## src/rtl/uvmt_cv32e40x_exceptions_sched.sv

```systemverilog
// Expected-exception scheduler: arbitrates WB exception flags to an mcause, queues it,
// and checks it against observed trap entries. Optional coverage: UVMT_CV32E40X_EXC_SCHED_COV_EN.
module uvmt_cv32e40x_exceptions_sched #(
   parameter int unsigned DEPTH   = 4,
   parameter int unsigned MAX_LAT = 16
) (
   input  logic                       clk_i,
   input  logic                       rst_i,
   input  logic                       wb_valid_i,
   input  logic [5:0]                 exc_flags_i,
   input  logic                       trap_valid_i,
   input  logic [5:0]                 trap_cause_i,
   output logic                       exp_valid_o,
   output logic [5:0]                 exp_cause_o,
   output logic [$clog2(DEPTH):0]     pend_cnt_o,
   output logic                       err_mismatch_o,
   output logic                       err_timeout_o,
   output logic                       err_overflow_o,
`ifdef UVMT_CV32E40X_EXC_SCHED_COV_EN
   output logic [95:0]                cov_cnt_o,
`endif
   output logic                       err_unexp_o
);

   localparam int unsigned AW = $clog2(DEPTH);
   localparam int unsigned CW = AW + 1;
   localparam int unsigned TW = 8;

   typedef enum logic {ST_IDLE, ST_WAIT} state_t;

   state_t          state;
   logic [5:0]      fifo_cause [DEPTH];
   logic [AW-1:0]   wr_ptr;
   logic [AW-1:0]   rd_ptr;
   logic [CW-1:0]   count;
   logic [CW-1:0]   count_nxt;
   logic [TW-1:0]   wait_cnt;

   logic [5:0]      arb_cause;
   logic [5:0]      head_cause;
   logic            push;
   logic            full;
   logic            pop;
   logic            do_push;
   logic            lat_expired;
   logic            mismatch;
   logic            timeout;
   logic            overflow;
   logic            unexp;

`ifdef UVMT_CV32E40X_EXC_SCHED_COV_EN
   logic [2:0]      arb_idx;
   logic [2:0]      fifo_idx [DEPTH];
   logic [2:0]      head_idx;
   logic [15:0]     cov_cnt [6];
   logic            match_pop;
`endif

   // Synchronous-exception priority: breakpoint > ibus pma > ibus error > illegal > ecall > ebreak
   always_comb begin
      arb_cause = 6'd0;
`ifdef UVMT_CV32E40X_EXC_SCHED_COV_EN
      arb_idx   = 3'd0;
`endif
      if (exc_flags_i[5]) begin
         arb_cause = 6'd3;
`ifdef UVMT_CV32E40X_EXC_SCHED_COV_EN
         arb_idx   = 3'd5;
`endif
      end else if (exc_flags_i[4]) begin
         arb_cause = 6'd1;
`ifdef UVMT_CV32E40X_EXC_SCHED_COV_EN
         arb_idx   = 3'd4;
`endif
      end else if (exc_flags_i[3]) begin
         arb_cause = 6'd24;
`ifdef UVMT_CV32E40X_EXC_SCHED_COV_EN
         arb_idx   = 3'd3;
`endif
      end else if (exc_flags_i[2]) begin
         arb_cause = 6'd2;
`ifdef UVMT_CV32E40X_EXC_SCHED_COV_EN
         arb_idx   = 3'd2;
`endif
      end else if (exc_flags_i[1]) begin
         arb_cause = 6'd11;
`ifdef UVMT_CV32E40X_EXC_SCHED_COV_EN
         arb_idx   = 3'd1;
`endif
      end else if (exc_flags_i[0]) begin
         arb_cause = 6'd3;
`ifdef UVMT_CV32E40X_EXC_SCHED_COV_EN
         arb_idx   = 3'd0;
`endif
      end
   end

   assign head_cause  = fifo_cause[rd_ptr];
   assign push        = wb_valid_i && (exc_flags_i != 6'd0);
   assign full        = (count == CW'(DEPTH));
   assign lat_expired = (wait_cnt == TW'(MAX_LAT - 1));
   assign pop         = (state == ST_WAIT) && (trap_valid_i || lat_expired);
   // A pop in the same cycle frees the slot, so a push into a full FIFO is legal then
   assign do_push     = push && (!full || pop);
   assign mismatch    = (state == ST_WAIT) && trap_valid_i && (trap_cause_i != head_cause);
   assign timeout     = (state == ST_WAIT) && !trap_valid_i && lat_expired;
   assign overflow    = push && full && !pop;
   assign unexp       = (state == ST_IDLE) && trap_valid_i;

   always_comb begin
      count_nxt = count;
      if (do_push && !pop) begin
         count_nxt = count + CW'(1);
      end else if (!do_push && pop) begin
         count_nxt = count - CW'(1);
      end
   end

   // FIFO, FSM, wait counter and registered error pulses
   always_ff @(posedge clk_i or posedge rst_i) begin
      if (rst_i) begin
         state          <= ST_IDLE;
         wr_ptr         <= '0;
         rd_ptr         <= '0;
         count          <= '0;
         wait_cnt       <= '0;
         err_mismatch_o <= 1'b0;
         err_timeout_o  <= 1'b0;
         err_overflow_o <= 1'b0;
         err_unexp_o    <= 1'b0;
         for (int i = 0; i < int'(DEPTH); i++) begin
            fifo_cause[i] <= 6'd0;
`ifdef UVMT_CV32E40X_EXC_SCHED_COV_EN
            fifo_idx[i]   <= 3'd0;
`endif
         end
      end else begin
         if (do_push) begin
            fifo_cause[wr_ptr] <= arb_cause;
`ifdef UVMT_CV32E40X_EXC_SCHED_COV_EN
            fifo_idx[wr_ptr]   <= arb_idx;
`endif
            wr_ptr             <= wr_ptr + AW'(1);
         end
         if (pop) begin
            rd_ptr <= rd_ptr + AW'(1);
         end
         count <= count_nxt;

         unique case (state)
            ST_IDLE: begin
               wait_cnt <= '0;
               if (do_push) begin
                  state <= ST_WAIT;
               end
            end
            ST_WAIT: begin
               if (pop) begin
                  wait_cnt <= '0;
                  if (count_nxt == '0) begin
                     state <= ST_IDLE;
                  end
               end else begin
                  wait_cnt <= wait_cnt + TW'(1);
               end
            end
            default: begin
               state    <= ST_IDLE;
               wait_cnt <= '0;
            end
         endcase

         err_mismatch_o <= mismatch;
         err_timeout_o  <= timeout;
         err_overflow_o <= overflow;
         err_unexp_o    <= unexp;
      end
   end

   assign exp_valid_o = (state == ST_WAIT);
   assign exp_cause_o = (state == ST_WAIT) ? head_cause : 6'd0;
   assign pend_cnt_o  = count;

`ifdef UVMT_CV32E40X_EXC_SCHED_COV_EN
   assign head_idx  = fifo_idx[rd_ptr];
   assign match_pop = (state == ST_WAIT) && trap_valid_i && (trap_cause_i == head_cause);

   // Saturating per-cause match counters, indexed like exc_flags_i
   always_ff @(posedge clk_i or posedge rst_i) begin
      if (rst_i) begin
         for (int k = 0; k < 6; k++) begin
            cov_cnt[k] <= 16'd0;
         end
      end else begin
         for (int k = 0; k < 6; k++) begin
            if (match_pop && (head_idx == 3'(k)) && (cov_cnt[k] != 16'hFFFF)) begin
               cov_cnt[k] <= cov_cnt[k] + 16'd1;
            end
         end
      end
   end

   for (genvar g = 0; g < 6; g++) begin : g_cov
      assign cov_cnt_o[g*16 +: 16] = cov_cnt[g];
      c_cause: cover property (@(posedge clk_i) disable iff (rst_i) match_pop && (head_idx == 3'(g)));
   end
`endif

endmodule

```

## config.mk

```make
export PLATFORM = sky130hd
export DESIGN_NAME = uvmt_cv32e40x_exceptions_sched
export DESIGN_NICKNAME = d
export VERILOG_FILES = /design/src/rtl/uvmt_cv32e40x_exceptions_sched.sv
export SDC_FILE = /design/constraint.sdc
export NUM_CORES = 1
export LEC_CHECK = 0
export ABC_AREA = 1
export CORE_UTILIZATION = 40
export CTS_CLUSTER_SIZE = 16
export DETAILED_ROUTE_END_ITERATION = 8
export SLEW_MARGIN = 10
export SYNTH_ARGS = -nofsm -noshare
export SYNTH_HDL_FRONTEND = slang
export SYNTH_SLANG_ARGS = --single-unit
```

## constraint.sdc

```tcl
create_clock -name clk_i -period 2.05 [get_ports clk_i]
set_input_delay 0.41 -clock clk_i [delete_from_list [all_inputs] [get_ports clk_i]]
set_output_delay 0.41 -clock clk_i [all_outputs]
set_load 0.05 [all_outputs]
```

==> run_1/met1.png <==
(4 px per µm)
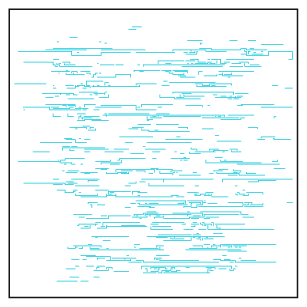
wire length on this layer: 1910 µm
main direction: horizontal
DRT Wirelength: 3760 µm
grt met1 use: 0.227
DR vias: 1541

==> run_1/gate_families.png <==
(4 px per µm)
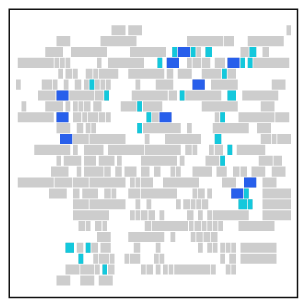
[cyan] NOR gates | cells: 26 | most used: nor2_1
[blue] XOR/XNOR gates | cells: 10 | most used: xor2_1

==> run_1/zoom.png <==
Window x 41 to 66, y 41 to 66 µm. Cells in gray, sequential cells in the stronger gray; small squares are vias.
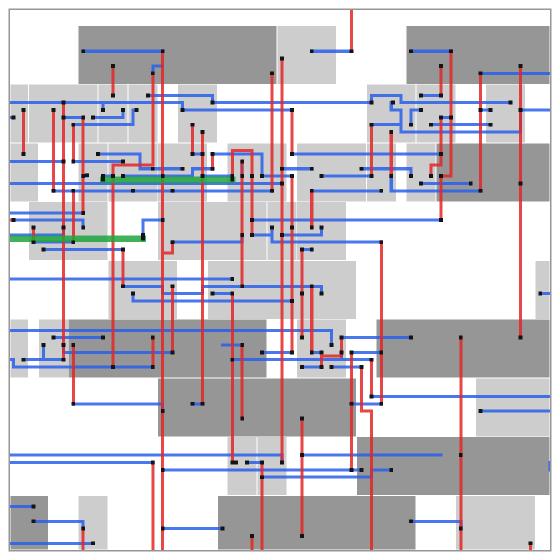
[green] met3
[red] met2
[blue] met1
netlist names of flops here include: wait_cnt (5)
cells with their middle in the window: 37
most frequent: dfrtp_1 (8), nor2_1 (7)
sequential cells in the window: 8

==> run_1/registers.png <==
(6 px per µm) Other sequential cells in the stronger gray, the rest of the logic in the fainter gray.
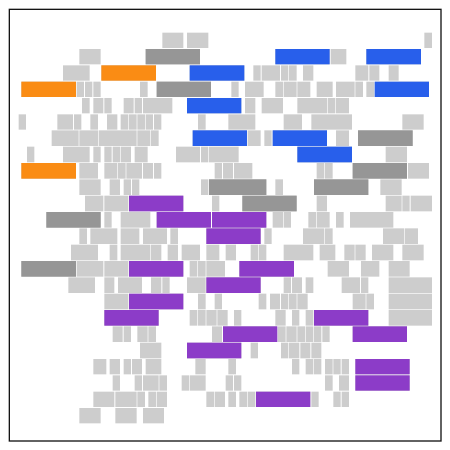
[blue] wait_cnt | flops: 8
[orange] pend_cnt_o | flops: 3
[purple] fifo_cause | flops: 16
not colored: 9
Reg area: 902 µm²
Seq power: 1.19 mW
final core utilization: 0.537
Seq area share: 0.373

==> flow_summary.ini, run 1 <==
; flow metrics
[clock_network]
cts_buffers = 5
root_buffer = clkbuf_8
postCtsSetupRepairBufs = 0
h-tree-depth = 2
post_cts_resized = 1
cts_tree = built
clock.latency.late_pin_ns = 0.28
hold_buffers = 0
cts_sinks = 36
clkTransAtPathRegs_ns = 0.07
cts_buffer_depth = 2

[global_route]
grt_pass1_vias = 1436
antenna_found_initial = 0
grt_start_max_net_pins = 37
grt_pass1_wl_um = 6420
overflow = 0
track_usage = 0.164

[synth]
synth_cell_type_count = 34
ys_async_sr_fraction = 1.00
yosysTopAreaCell = dfrtp_1
synth_area_um2 = 1940
post-synth-top-area-fraction = 0.464
netlist_instances = 228
yosysWarnings = 0
ys.flops = 36
synth-cells-yosys = 228
edf_count = 0
synthTopCellsByArea = dfrtp_1, nand2_1, ha_1, nor2_1, nand3_1
synthFlopType = dfrtp_1
yosys.stat.seqShare = 0.464
yosys_area_um2 = 1940
avgSynthCellArea_um2 = 8.52

[detailed_routing]
dr_wl_met2_um = 1620
wl_met1_um = 1910
via_per_inst = 4.88
highest_layer = met4
wl_met3_um = 195
wl_per_cell_um = 11.9
firstDrtPassIters = 4
drtIter0Drc = 103
ant_nets = 0
drc = 0

[floorplanning]
die-width_um = 71.7
fp_util = 0.431
die_area_um2 = 5140
design.core.area_um2 = 4500
die_h_um = 71.7
num_rows = 24
boundaryPins = 30

[sta]
whs_ns = 0.463
period_minus_slack_ns = 1.92
fmax_ghz = 0.520
clock_skew_ns = 0.00541
fin_ws_ns = 0.127
finalHoldViolCount = 0
finalCritPeriodShare = 0.938
fin_setup_tns_ns = 0
setup_viol = 0
slew_violations = 0
rsz0062_at_grt = false

[cells_and_area]
stdcell_count = 316
area_delta_synth_final_pct = 24.4
finalInstanceArea_um2 = 2420
nets = 287
num-fill-cells = 426
drive_gt1_frac = 0.159
num_antenna_cells = 0

[pwr]
power.leakage_nw = 1.22
cellPowerDensity_nw_per_um2 = 1480
power_frac_seq = 0.333
combPwrFrac = 0.523
ir_drop_v = 0.000880
power_mw = 3.57
p_switching_mw = 1.58
p_sw_frac = 0.444
internal_power_mw = 1.99
clkPwrFrac = 0.144

[critical_path]
slowest_stage = clkdlybuf4s50_1
crit_buf_inv = 1
path_class = flip-flop to output port
path_max_fanout = 4
cp_cell_sequence = clkdlybuf4s50_1
critical_path_arrival_ns = 1.51
cp_top_family = buffers and inverters
critPathMaxStageDelay_ns = 0.82
cp-end-kind = output port
start_kind = flip-flop
crit_required_ns = 1.64

[min_path]
hp-class = flip-flop to flip-flop

[status]
status = completed

[placed_design]
placed_cells_incl_taps = 308
dp_hpwl_um = 2840
portBuffers = 27
gp_congestion = 0.818
placed_area_um2 = 2320
place_ws_ns = 0.0584

[run]
maxCapViolations = 0
warnings = 31
## run 1: state kept, by name, summed over array words and instances (netlist names)
| signal | count |
|---|---|
| fifo_cause | 16 |
| rd_ptr | 2 |
| pend_cnt_o | 3 |
| err_unexp_o | 1 |
| wr_ptr | 2 |
| err_overflow_o | 1 |
| err_timeout_o | 1 |
| exp_valid_o | 1 |
| err_mismatch_o | 1 |
| wait_cnt | 8 |
## run 1: layout make-up
class,instances,area [µm²],share of cell area
timing repair buffer,31,335,0.139
tap,52,65.1,0.0269
inverter,24,104,0.0430
clock buffer,8,90.1,0.0373
sequential,36,902,0.373
multi-input combinational,165,921,0.381
## run 1: per-layer routing
layer,vias to the layer above,GRT usage
li1,800,-
met2,32,0.249
met3,6,0.0506
met4,0,0.0458
met1,703,0.227
met5,-,0
## run 1: worst reg2reg max path, cell delays in order, from the launching register on
cell	delay [ns]
dfrtp_1	0.37
ha_1	0.21
nand3_2	0.15
o21bai_4	0.26
nand3_1	0.19
nand2_1	0.11
nand3_1	0.07
nand2_1	0.10
nand3_1	0.08
nand2_1	0.06
inv_1	0.03
## run 1: cell usage in the layout, fill, tap and decap left out, types with 2 or more instances in the layout
master,count
a21oi_1,6
nor2_2,2
clkinv_4,2
nor2_1,20
or2_2,3
o21ai_1,8
o21ai_0,4
buf_4,6
clkbuf_1,2
nand2_1,61
xnor2_1,2
nand2_4,6
xor2_1,8
nand2_2,2
inv_1,17
inv_2,2
clkinv_2,3
clkbuf_8,6
conb_1,2
ha_1,8
nor3_1,3
dfrtp_1,35
buf_12,4
nand3_1,15
o21ai_2,2
nand4_1,4
clkdlybuf4s50_1,21
## run 1: synth_stat cells, drive strengths merged, types with 3 or more instances
master / instances
ha: 8
a21oi: 6
nand4: 4
dfrtp: 36
xor2: 8
nor2: 22
nor3: 3
o21ai: 14
nand3: 17
or2: 3
buf: 3
inv: 19
clkinv: 5
nand2: 69
## run 1: cell families after synthesis
group	share of synthesized area
simple gates	0.296
flops	0.464
buf+inv	0.0657
compound gates	0.0760
xor+xnor	0.0451
fa+ha+maj	0.0515
other cells	0.00193
## run 1: worst paths after layout
kind | endpoint | startpoint | slack (ns) | cells after the start
worst max-delay path | pend_cnt_o[1] | pend_cnt_o[1] | 0.13 | 1
worst min-delay path | wait_cnt[0] | wait_cnt[0] | 0.46 | 1
max in group asynchronous | rd_ptr[0] | rst_i | 1.16 | 3
min in group asynchronous | err_timeout_o | rst_i | 0.53 | 3
worst max register to register | exp_valid_o | wait_cnt[0] | 0.32 | 10
worst min register to register | wait_cnt[0] | wait_cnt[0] | 0.46 | 1
## run 1: power by group through the flow
stage | combinational, mW | clock (mW) | sequential [mW]
floorplan | 1.13 | 0 | 1.29
finish | 1.87 | 0.515 | 1.19
global placement | 1.86 | 0 | 1.20
global route | 2.05 | 0.563 | 1.22
detailed placement | 1.87 | 0 | 1.20
CTS | 1.88 | 0.533 | 1.18
==> inputs of run 2 (changes only) <==
--- a/config.mk
+++ b/config.mk
@@ -7,9 +7,9 @@
 export LEC_CHECK = 0
 export ABC_AREA = 1
 export CORE_UTILIZATION = 40
+export CTS_CLUSTER_DIAMETER = 150
 export CTS_CLUSTER_SIZE = 16
 export DETAILED_ROUTE_END_ITERATION = 8
-export SLEW_MARGIN = 10
 export SYNTH_ARGS = -nofsm -noshare
 export SYNTH_HDL_FRONTEND = slang
 export SYNTH_SLANG_ARGS = --single-unit
==> run_2/final_congestion.png <==
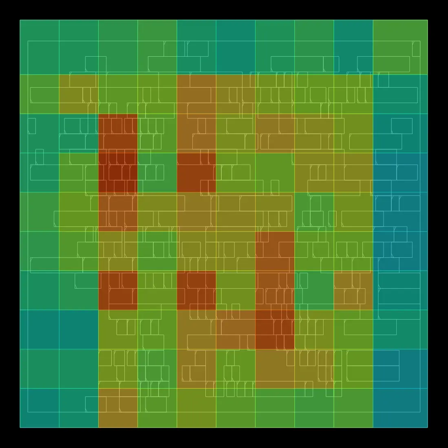
Global Route met2 Usage: 0.249
GR met3 Demand/Resource: 0.0506

==> run 2 against run 1 <==
Compared with the run above:
- combinational power about the same
- non-clock buffer count unchanged
- via count unchanged
- sequential cell count unchanged
- critical path depth unchanged
- worst setup slack unchanged
- global-route usage unchanged
- register-to-register slack about the same
==> flow_summary.ini, run 2 <==
; flow metrics
[cells_and_area]
num_antenna_cells = 0
largest_reg_flops = 16
area_delta_synth_final_pct = 24.4
drive_gt1_frac = 0.159
final_cell_mix = nand2_1, dfrtp_1, clkdlybuf4s50_1
layout_top_cell = nand2_1
top_register = fifo_cause
nets = 287

[critical_path]
path_max_fanout = 4
crit_buf_inv = 1
cp_cell_sequence = clkdlybuf4s50_1
path_class = flip-flop to output port
critPathMaxStageDelay_ns = 0.82
crit_required_ns = 1.64
reg2reg_from = wait_cnt[0]
worstSetupStartpoint = pend_cnt_o[1]
critical_path_arrival_ns = 1.51
cp-end-kind = output port
slowest_stage = clkdlybuf4s50_1
cp_top_family = buffers and inverters
start_kind = flip-flop

[global_route]
grt_start_max_net_pins = 37
grt_pass1_wl_um = 6420
track_usage = 0.164
grt_pass1_vias = 1436
overflow = 0
antenna_found_initial = 0

[clock_network]
cts_buffers = 5
cts_buffer_depth = 2
root_buffer = clkbuf_8
clkTransAtPathRegs_ns = 0.07
h-tree-depth = 2
clock.latency.late_pin_ns = 0.28
hold_buffers = 0
cts_sinks = 36
cts_tree = built

[synth]
yosysTopAreaCell = dfrtp_1
synth-cells-yosys = 228
synthFlopType = dfrtp_1
yosys_area_um2 = 1940
post-synth-top-area-fraction = 0.464
synth.most_common_cell = nand2_1
top_cells_by_count = nand2_1, dfrtp_1, nor2_1
avgSynthCellArea_um2 = 8.52
synthTopCellsByArea = dfrtp_1, nand2_1, ha_1, nor2_1, nand3_1
yosysWarnings = 0
ys.flops = 36
edf_count = 0
yosys.stat.seqShare = 0.464
synth_area_um2 = 1940
netlist_instances = 228
ys_async_sr_fraction = 1.00
synth_cell_type_count = 34

[pwr]
ir_drop_v = 0.000880
cellPowerDensity_nw_per_um2 = 1480
power.leakage_nw = 1.22

[placed_design]
dp_hpwl_um = 2840
portBuffers = 27
gp_congestion = 0.818

[sta]
rsz0062_at_grt = false
finalCritPeriodShare = 0.938
fin_setup_tns_ns = 0
setup_viol = 0
period_minus_slack_ns = 1.92
clock_skew_ns = 0.00541
whs_ns = 0.463
finalHoldViolCount = 0
fmax_ghz = 0.520
slew_violations = 0

[detailed_routing]
drtIter0Drc = 103
wl_per_cell_um = 11.9
num_vias = 1541
firstDrtPassIters = 4
drc = 0
routed_wl_um = 3760
ant_nets = 0
via_per_inst = 4.88

[floorplanning]
num_rows = 24
fp_util = 0.431
die_area_um2 = 5140
boundaryPins = 30
design.core.area_um2 = 4500
die-width_um = 71.7
die_h_um = 71.7

[min_path]
hp-start = wait_cnt[0]
hp-class = flip-flop to flip-flop

[run]
warnings = 31
maxCapViolations = 0

[status]
status = completed
==> run_2/met1.png <==
(4 px per µm)
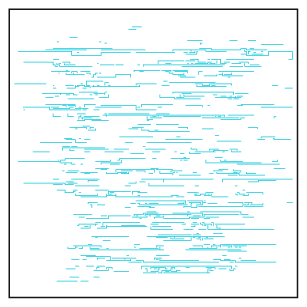
wire length on this layer: 1910 µm
share of all routed wire: 51%

[run 2: cell counts after synthesis]
No cell type changed its count.
[run 2: metrics by stage]
step	util	power, mW	setup WS (ns)	instances	instance area, µm²
floorplan	-	2.42	0.0349	229	1950
global placement	0.516	3.06	0.0705	308	2320
detailed placement	0.516	3.07	0.0584	308	2320
CTS	0.536	3.60	0.0184	316	2410
global route	0.537	3.83	0.00463	316	2420
finish	0.537	3.57	0.127	316	2420
[run 2: power by group]
| group | internal [mW] | switching (mW) |
|---|---|---|
| Combinational | 0.745 | 1.12 |
| Clock | 0.274 | 0.241 |
| Sequential | 0.969 | 0.220 |
[run 2: per-layer routing]
layer | track usage | vias up | part of all wire
met5 | 0 | - | 0
met4 | 0.0458 | 0 | 0.010
met3 | 0.0506 | 6 | 0.052
met2 | 0.249 | 32 | 0.43
met1 | 0.227 | 703 | 0.51
li1 | - | 800 | -
[run 2: worst reg2reg max path, stage by stage, from the launching register on]
cell      delay, ns
dfrtp_1        0.37
ha_1           0.21
nand3_2        0.15
o21bai_4       0.26
nand3_1        0.19
nand2_1        0.11
nand3_1        0.07
nand2_1        0.10
nand3_1        0.08
nand2_1        0.06
inv_1          0.03
[run 2: final cells by class]
class / instances / area, µm²
clock buffer: 8 / 90.1
sequential: 36 / 902
inverter: 24 / 104
tap: 52 / 65.1
fill: 426 / 2090
multi-input combinational: 165 / 921
timing repair buffer: 31 / 335
[run 2: kinds of logic (layout without fill, tap and decap cells)]
logic type                 count (synthesis)  count (layout)  synth area share
and+or+nand+nor                          121             121             0.296
DFF                                       36              36             0.464
buffers and inverters                     28              63            0.0657
AOI/OAI and AO/OA                         24              24            0.0760
xor gates and xnor gates                  10              10            0.0451
adders and majority gates                  8               8            0.0515
other                                      1               2           0.00193
[run 2: final timing paths]
check                      cells after the start             to  slack [ns]
max in group asynchronous                      3      rd_ptr[0]        1.16
min reg2reg                                    1    wait_cnt[0]        0.46
max reg2reg                                   10    exp_valid_o        0.32
max                                            1  pend_cnt_o[1]        0.13
min in group asynchronous                      3  err_timeout_o        0.53
min                                            1    wait_cnt[0]        0.46
[run 2: repair_timing]
action / 4_1_cts / 5_1_grt
buffers inserted: 0 / 0
setup endpoints to repair: 4 / 4
pin swaps: 0 / 0
gates resized: 1 / 2
Power is estimated from default activity; no workload was simulated.
